ff_map.png
Other sequential cells in the stronger grey, the rest of the logic in the fainter grey.
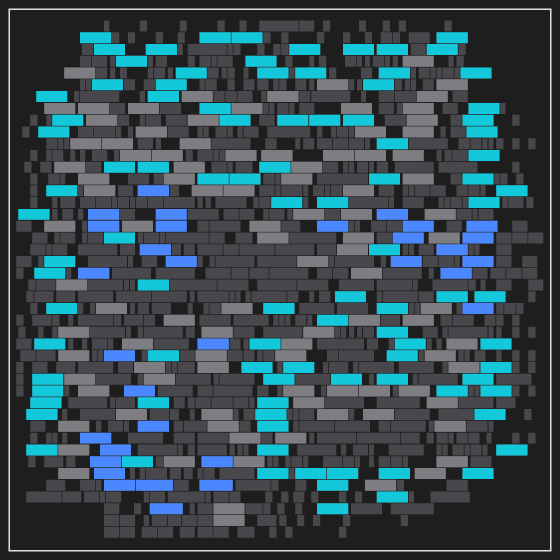
m1.png
Supply wires on this layer in grey.
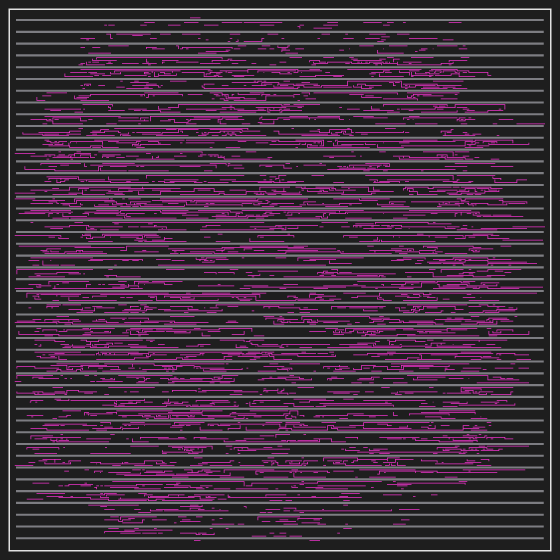
gates.png
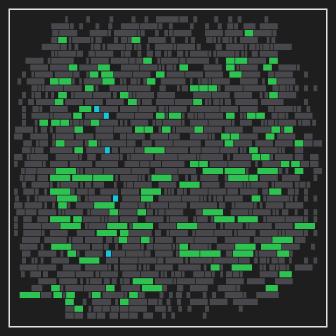
floorplan.png
Pins as bars on the die edge.
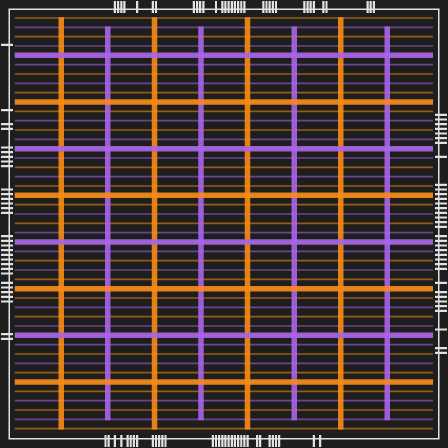
clock_nets.png
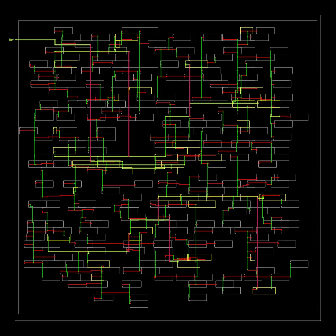
===== config.mk =====
export PLATFORM = sky130hd
export DESIGN_NAME = nco_frame_decoder
export DESIGN_NICKNAME = d
export VERILOG_FILES = /design/src/rtl/nco_pkg.sv /design/src/rtl/nco_tw_bank.sv /design/src/rtl/nco_frame_decoder.sv
export SDC_FILE = /design/constraint.sdc
export NUM_CORES = 1
export LEC_CHECK = 0
export CORE_UTILIZATION = 53
export CTS_CLUSTER_DIAMETER = 120
export DETAILED_ROUTE_END_ITERATION = 10
export HOLD_SLACK_MARGIN = 0.06
export PLACE_DENSITY = 0.78
export SETUP_SLACK_MARGIN = 0.5
export SLEW_MARGIN = 30
export SYNTH_ARGS = -nofsm -noshare
export SYNTH_HDL_FRONTEND = slang
export SYNTH_HIERARCHICAL = 1
export SYNTH_SLANG_ARGS = --single-unit

===== constraint.sdc =====
create_clock -name i_clock -period 2.15 [get_ports i_clock]
set_input_delay 0.5375 -clock i_clock [delete_from_list [all_inputs] [get_ports i_clock]]
set_output_delay 0.5375 -clock i_clock [all_outputs]
set_load 0.03 [all_outputs]

===== src/rtl/nco_pkg.sv =====
// Shared constants for the NCO frame decoder: opcodes, frame field positions
// and tuning-word limits.
package nco_pkg;

   localparam int unsigned NCO_TW_WIDTH   = 24;
   localparam int unsigned NCO_MAX_VOICES = 16;

   localparam int unsigned NCO_OP_MSB    = 31;
   localparam int unsigned NCO_OP_LSB    = 28;
   localparam int unsigned NCO_VOICE_MSB = 27;
   localparam int unsigned NCO_VOICE_LSB = 24;
   localparam int unsigned NCO_PAY_MSB   = 23;
   localparam int unsigned NCO_PAY_LSB   = 0;

   typedef logic [3:0] nco_op_t;

   localparam nco_op_t NCO_OP_NOP          = 4'h0;
   localparam nco_op_t NCO_OP_WRITE        = 4'h1;
   localparam nco_op_t NCO_OP_COMMIT       = 4'h2;
   localparam nco_op_t NCO_OP_WRITE_COMMIT = 4'h3;
   localparam nco_op_t NCO_OP_CLEAR        = 4'h4;

endpackage


===== src/rtl/nco_tw_bank.sv =====
// One voice's shadow/active tuning-word pair. A write with a commit on the
// same edge forwards the new payload straight into the active register.
module nco_tw_bank
   import nco_pkg::*;
#(
   parameter int unsigned TW_WIDTH = NCO_TW_WIDTH
) (
   input  logic                i_clock,
   input  logic                i_reset,
   input  logic                i_write,
   input  logic                i_commit,
   input  logic                i_clear,
   input  logic [TW_WIDTH-1:0] i_payload,
   output logic [TW_WIDTH-1:0] o_active
);

   logic [TW_WIDTH-1:0] shadow_q;
   logic [TW_WIDTH-1:0] active_q;

   always_ff @(posedge i_clock) begin
      if (i_reset || i_clear) begin
         shadow_q <= '0;
         active_q <= '0;
      end else begin
         if (i_write) begin
            shadow_q <= i_payload;
         end
         if (i_commit) begin
            active_q <= i_write ? i_payload : shadow_q;
         end
      end
   end

   assign o_active = active_q;

endmodule


===== src/rtl/nco_frame_decoder.sv =====
// Decodes SPI frame words into per-voice NCO tuning words with atomic commit.
// Optional saturating reject counter enabled by defining NCO_FRAME_ERR_CNT_EN.
module nco_frame_decoder
   import nco_pkg::*;
#(
   parameter int unsigned NUM_VOICES = 4,
   parameter int unsigned TW_WIDTH   = NCO_TW_WIDTH
) (
   input  logic                           i_clock,
   input  logic                           i_reset,
   input  logic [31:0]                    i_frame,
   input  logic                           i_frame_valid,
   output logic [NUM_VOICES*TW_WIDTH-1:0] o_tuning_words,
   output logic                           o_update_pulse,
   output logic                           o_frame_error
`ifdef NCO_FRAME_ERR_CNT_EN
   ,
   output logic [7:0]                     o_err_count
`endif
);

   if (NUM_VOICES < 1 || NUM_VOICES > NCO_MAX_VOICES) begin : g_bad_voices
      $error("NUM_VOICES out of range 1..16");
   end
   if (TW_WIDTH != NCO_TW_WIDTH) begin : g_bad_width
      $error("TW_WIDTH must be 24");
   end

   logic        cap_valid_q;
   logic [31:0] cap_frame_q;

   always_ff @(posedge i_clock) begin
      if (i_reset) begin
         cap_valid_q <= 1'b0;
         cap_frame_q <= '0;
      end else begin
         cap_valid_q <= i_frame_valid;
         if (i_frame_valid) begin
            cap_frame_q <= i_frame;
         end
      end
   end

   nco_op_t             op;
   logic [3:0]          voice;
   logic [TW_WIDTH-1:0] payload;
   logic                voice_ok;

   assign op       = cap_frame_q[NCO_OP_MSB:NCO_OP_LSB];
   assign voice    = cap_frame_q[NCO_VOICE_MSB:NCO_VOICE_LSB];
   assign payload  = cap_frame_q[NCO_PAY_MSB:NCO_PAY_LSB];
   assign voice_ok = {28'd0, voice} < NUM_VOICES;

   logic wr_en;
   logic commit_en;
   logic clear_en;
   logic frame_err;

   always_comb begin
      wr_en     = 1'b0;
      commit_en = 1'b0;
      clear_en  = 1'b0;
      frame_err = 1'b0;
      if (cap_valid_q) begin
         case (op)
            NCO_OP_NOP: ;
            NCO_OP_WRITE: begin
               wr_en     = voice_ok;
               frame_err = !voice_ok;
            end
            NCO_OP_COMMIT: commit_en = 1'b1;
            NCO_OP_WRITE_COMMIT: begin
               wr_en     = voice_ok;
               commit_en = voice_ok;
               frame_err = !voice_ok;
            end
            NCO_OP_CLEAR: clear_en = 1'b1;
            default: frame_err = 1'b1;
         endcase
      end
   end

   for (genvar v = 0; v < NUM_VOICES; v++) begin : g_voice
      nco_tw_bank #(
         .TW_WIDTH (TW_WIDTH)
      ) u_bank (
         .i_clock   (i_clock),
         .i_reset   (i_reset),
         .i_write   (wr_en && (voice == 4'(v))),
         .i_commit  (commit_en),
         .i_clear   (clear_en),
         .i_payload (payload),
         .o_active  (o_tuning_words[v*TW_WIDTH +: TW_WIDTH])
      );
   end

   logic update_q;
   logic error_q;

   always_ff @(posedge i_clock) begin
      if (i_reset) begin
         update_q <= 1'b0;
         error_q  <= 1'b0;
      end else begin
         update_q <= commit_en || clear_en;
         error_q  <= frame_err;
      end
   end

   assign o_update_pulse = update_q;
   assign o_frame_error  = error_q;

`ifdef NCO_FRAME_ERR_CNT_EN
   logic [7:0] err_count_q;

   always_ff @(posedge i_clock) begin
      if (i_reset) begin
         err_count_q <= '0;
      end else if (frame_err && (err_count_q != 8'hFF)) begin
         err_count_q <= err_count_q + 8'd1;
      end
   end

   assign o_err_count = err_count_q;
`endif

endmodule


==> flow_results.xml <==
<?xml version="1.0" encoding="UTF-8"?>
<metrics>
  <group name="drt">
    <metric name="drtIter0Drc" unit="">422</metric>
    <metric name="dr.pass1.iters" unit="">4</metric>
    <metric name="highest_metal_layer_used_by_the_detailed_router" unit="">met4</metric>
    <metric name="wl_met3" unit="mm">1.152</metric>
    <metric name="route.detailed.wl_per_inst" unit="um">20.12</metric>
    <metric name="number_of_routed_nets_with_antenna_violations" unit="">0</metric>
    <metric name="avgViaCountPerCell" unit="">5.628</metric>
    <metric name="met1Wirelength" unit="mm">9.158</metric>
    <metric name="route.met2.wl" unit="mm">11.09</metric>
  </group>
  <group name="logic_synthesis">
    <metric name="synthesis.nets" unit="">794</metric>
    <metric name="synth-edff-count" unit="">0</metric>
    <metric name="synth.largest_area_cell" unit="">dfxtp_1</metric>
    <metric name="number_of_storage_elements_in_the_synthesis_netlist" unit="">227</metric>
    <metric name="ys_sh_adder" unit="">0</metric>
    <metric name="top_cells_by_count" unit="">dfxtp_1 (227), nor2_1 (225), mux2i_1 (128)</metric>
    <metric name="xor_xnor_cell_area_share_of_the_yosys_netlist" unit="">0</metric>
    <metric name="yosys-stat-area" unit="sq mm">0.007983</metric>
    <metric name="post_synthesis_cell_type_count" unit="">20</metric>
    <metric name="postSynth.asyncResetShare" unit="">0</metric>
    <metric name="netlist_logic_family_top" unit="">multiplexers</metric>
    <metric name="synth.yosys.seq_area_share" unit="">0.5693</metric>
    <metric name="flop_cell" unit="">dfxtp_1</metric>
    <metric name="yosys_cells" unit="">759</metric>
    <metric name="aoi_share" unit="">0.09232</metric>
    <metric name="netlist_area" unit="sq mm">0.007983</metric>
    <metric name="muxShareOfSynthArea" unit="">0.1605</metric>
    <metric name="synth.area.top_cells" unit="">dfxtp_1 (57%), mux2i_1 (16%), nor2_1 (11%)</metric>
    <metric name="synth_top_area_share" unit="">0.5693</metric>
    <metric name="yosysWarnings" unit="">6</metric>
    <metric name="post_synth_inst_count" unit="">759</metric>
    <metric name="synthesis.area_per_instance" unit="sq um">10.52</metric>
    <metric name="yosys.area_share.simple" unit="">0.1219</metric>
    <metric name="top_cell" unit="">dfxtp_1</metric>
  </group>
  <group name="clock_network">
    <metric name="cts_root_buffer" unit="">clkbuf_16</metric>
    <metric name="post_cts_buffers" unit="">5</metric>
    <metric name="cts-hold-fix-buffers" unit="">0</metric>
    <metric name="tritoncts" unit="">yes</metric>
    <metric name="clkTransAtPathRegs" unit="ns">0.06</metric>
    <metric name="cts.repair.resized" unit="">510</metric>
    <metric name="clock_buffer_depth" unit="">3</metric>
    <metric name="number_of_buffers_created_by_cts" unit="">22</metric>
    <metric name="htree_num_levels" unit="">1</metric>
    <metric name="clock_latency" unit="ns">0.49</metric>
  </group>
  <group name="min_path">
    <metric name="classification_of_the_worst_slack_hold_path" unit="">reg2reg</metric>
    <metric name="min_to" unit="">g_voice[2].u_bank/o_active[15]</metric>
    <metric name="worst_hold_startpoint" unit="">g_voice[2].u_bank/o_active[15]</metric>
    <metric name="whs_path_depth" unit="">2</metric>
  </group>
  <group name="final_layout">
    <metric name="synthToLayoutAreaGrowth" unit="%">35.02</metric>
    <metric name="final_core_utilization" unit="">0.7388</metric>
    <metric name="final.signal_buffer_count" unit="">171</metric>
    <metric name="layout.cell_area.non_filler" unit="sq mm">0.01078</metric>
    <metric name="antenna_diode_instance_count" unit="">0</metric>
    <metric name="most-common-layout-cells" unit="">nor2_1 (224), dfxtp_1 (224), buf_2 (96)</metric>
    <metric name="nFillCells" unit="">936</metric>
    <metric name="fin_nets" unit="">929</metric>
    <metric name="layout.cells.largest_class" unit="">sequential cells</metric>
    <metric name="non_cts_inverters" unit="">2</metric>
    <metric name="layout.clock.cell_area_share" unit="">0.07058</metric>
    <metric name="layout.nonclk_buf_frac" unit="">0.1434</metric>
    <metric name="multi_input_combinational_cell_count" unit="">470</metric>
    <metric name="multiInputGateArea" unit="sq mm">0.003684</metric>
  </group>
  <group name="global_route">
    <metric name="grt_pass1_vias" unit="">5708</metric>
    <metric name="global_route.usage.met2" unit="">0.4010</metric>
    <metric name="number_of_antenna_violations_at_the_first_check_in_global_routing" unit="">0</metric>
    <metric name="global_route.peak_usage_layer" unit="">met2</metric>
    <metric name="met1_usage" unit="">0.3123</metric>
    <metric name="grtUsageTotal" unit="">0.2408</metric>
    <metric name="groute.layer.met3.usage" unit="">0.04081</metric>
    <metric name="grt_overflow" unit="">0</metric>
    <metric name="grt_max_degree" unit="">53</metric>
  </group>
  <group name="critical_path">
    <metric name="sort_of_element_at_the_start_of_the_critical_path" unit="">register</metric>
    <metric name="worst-path-stages" unit="">6</metric>
    <metric name="r2r-start" unit="">cap_frame_q[27]</metric>
    <metric name="worstRegToRegCells" unit="">6</metric>
    <metric name="setup.worst_path.class" unit="">reg2reg</metric>
    <metric name="critical_path_arrival" unit="ns">2.30</metric>
    <metric name="critical_path.max_fanout" unit="">24</metric>
    <metric name="worstPathCellList" unit="">nor4b_4, nand2_4, nor3_2, buf_12, mux2i_1, a211oi_1</metric>
    <metric name="critical_path.n_buffers_inverters" unit="">1</metric>
    <metric name="crit_start" unit="">cap_frame_q[27]</metric>
    <metric name="crit_end" unit="">g_voice[3].u_bank/o_active[22]</metric>
    <metric name="r2r_slack" unit="ns">0.21</metric>
    <metric name="cpMaxStageDelayCell" unit="">nor4b_4</metric>
    <metric name="worst_path_largest_cell_delay" unit="ns">0.37</metric>
    <metric name="cp-end-kind" unit="">register</metric>
    <metric name="worstReg2RegEnd" unit="">g_voice[3].u_bank/o_active[22]</metric>
  </group>
  <group name="timing">
    <metric name="hold-worst-slack" unit="ns">0.4788</metric>
    <metric name="finalClockSkew" unit="ns">0.01383</metric>
    <metric name="grt_setup_unrepaired" unit="">yes</metric>
    <metric name="timing.setup.tns" unit="ns">0</metric>
    <metric name="report.final.hold_viol_count" unit="">0</metric>
    <metric name="setup_viol_count_final" unit="">0</metric>
    <metric name="final_max_slew_viol_count" unit="">0</metric>
    <metric name="final.min_clock_period" unit="ns">1.942</metric>
    <metric name="slew_headroom" unit="">0.6765</metric>
    <metric name="tightestPinTransition" unit="ns">0.4846</metric>
    <metric name="final_min_period_over_clock_period" unit="">0.9033</metric>
    <metric name="final_critical_path_setup_slack" unit="ns">0.2079</metric>
  </group>
  <group name="power">
    <metric name="p_comb" unit="uW">579</metric>
    <metric name="report.power.total" unit="mW">9.026</metric>
    <metric name="power.share.combinational" unit="">0.064</metric>
    <metric name="power-per-cell-area" unit="mW/mm^2">837.5</metric>
    <metric name="cell_internal_pwr" unit="mW">6.978</metric>
    <metric name="clock_group_share_of_total_power" unit="">0.446</metric>
    <metric name="pwr-share-seq" unit="">0.490</metric>
    <metric name="total_switching_power" unit="mW">2.048</metric>
    <metric name="seq_cell_power" unit="mW">4.42</metric>
    <metric name="switching_share" unit="">0.2269</metric>
  </group>
  <group name="placed_design">
    <metric name="port_buffers" unit="">132</metric>
    <metric name="dpl_cell_area" unit="sq mm">0.009407</metric>
    <metric name="gpl.final_weighted_congestion" unit="">0.7861</metric>
    <metric name="dpl_ws" unit="ns">0.2718</metric>
  </group>
  <group name="run">
    <metric name="maxCapViolCount" unit="">0</metric>
    <metric name="stage_log_warnings" unit="">28</metric>
  </group>
  <group name="floorplan">
    <metric name="initial_utilization" unit="">0.5472</metric>
    <metric name="design.portCount" unit="">133</metric>
    <metric name="design.die.area" unit="sq mm">0.01556</metric>
    <metric name="num_tap_cells" unit="">184</metric>
  </group>
  <group name="outcome">
    <metric name="status" unit="">complete, no violations</metric>
  </group>
</metrics>
Back to the opening pictures, ff_map.png:
legend:
  blue:
    name_in_the_netlist: cap_frame_q
    sequential_cells: 32
  cyan:
    name_in_the_netlist: g_voice.u_bank/o_active
    sequential_cells: 96
    where: spread over the die
not coloured: 99
footprint of the flip-flops and latches: 0.004551 sq mm
fraction of area in registers: 0.4222

Back to the opening pictures, m1.png:
longest straight run: 38.6 um
main direction: horizontal
wire length on this layer: 9160 um
routed vias: 6151
drt total wl: 21.99 mm

Back to the opening pictures, gates.png:
legend:
  green:
    family: mux cells
    cells: 128
    where: spread over the die
  cyan:
    family: and/or cells
    cells: 5
Final Non-Filler Cells: 1093
share of cell area taken by multi-input logic gates: 0.3418

Back to the opening pictures, floorplan.png:
legend:
  orange:
    net: VSS
  purple:
    net: VDD
met4 straps: 8
met5 straps: 8
signal pins: 133
rows: 44
met1 rails: 45
Core Footprint: 0.01459 sq mm
height of the die: 124.7 um
horizontal die dimension: 124.7 um
IR Drop Worst-Case VDD: 0.0006695 V

Back to the opening pictures, clock_nets.png:
number of sequential cells in the layout: 227
total clock network power: 4.03 mW
Clock Sink Count: 227

Power is estimated from default activity; no workload was simulated.
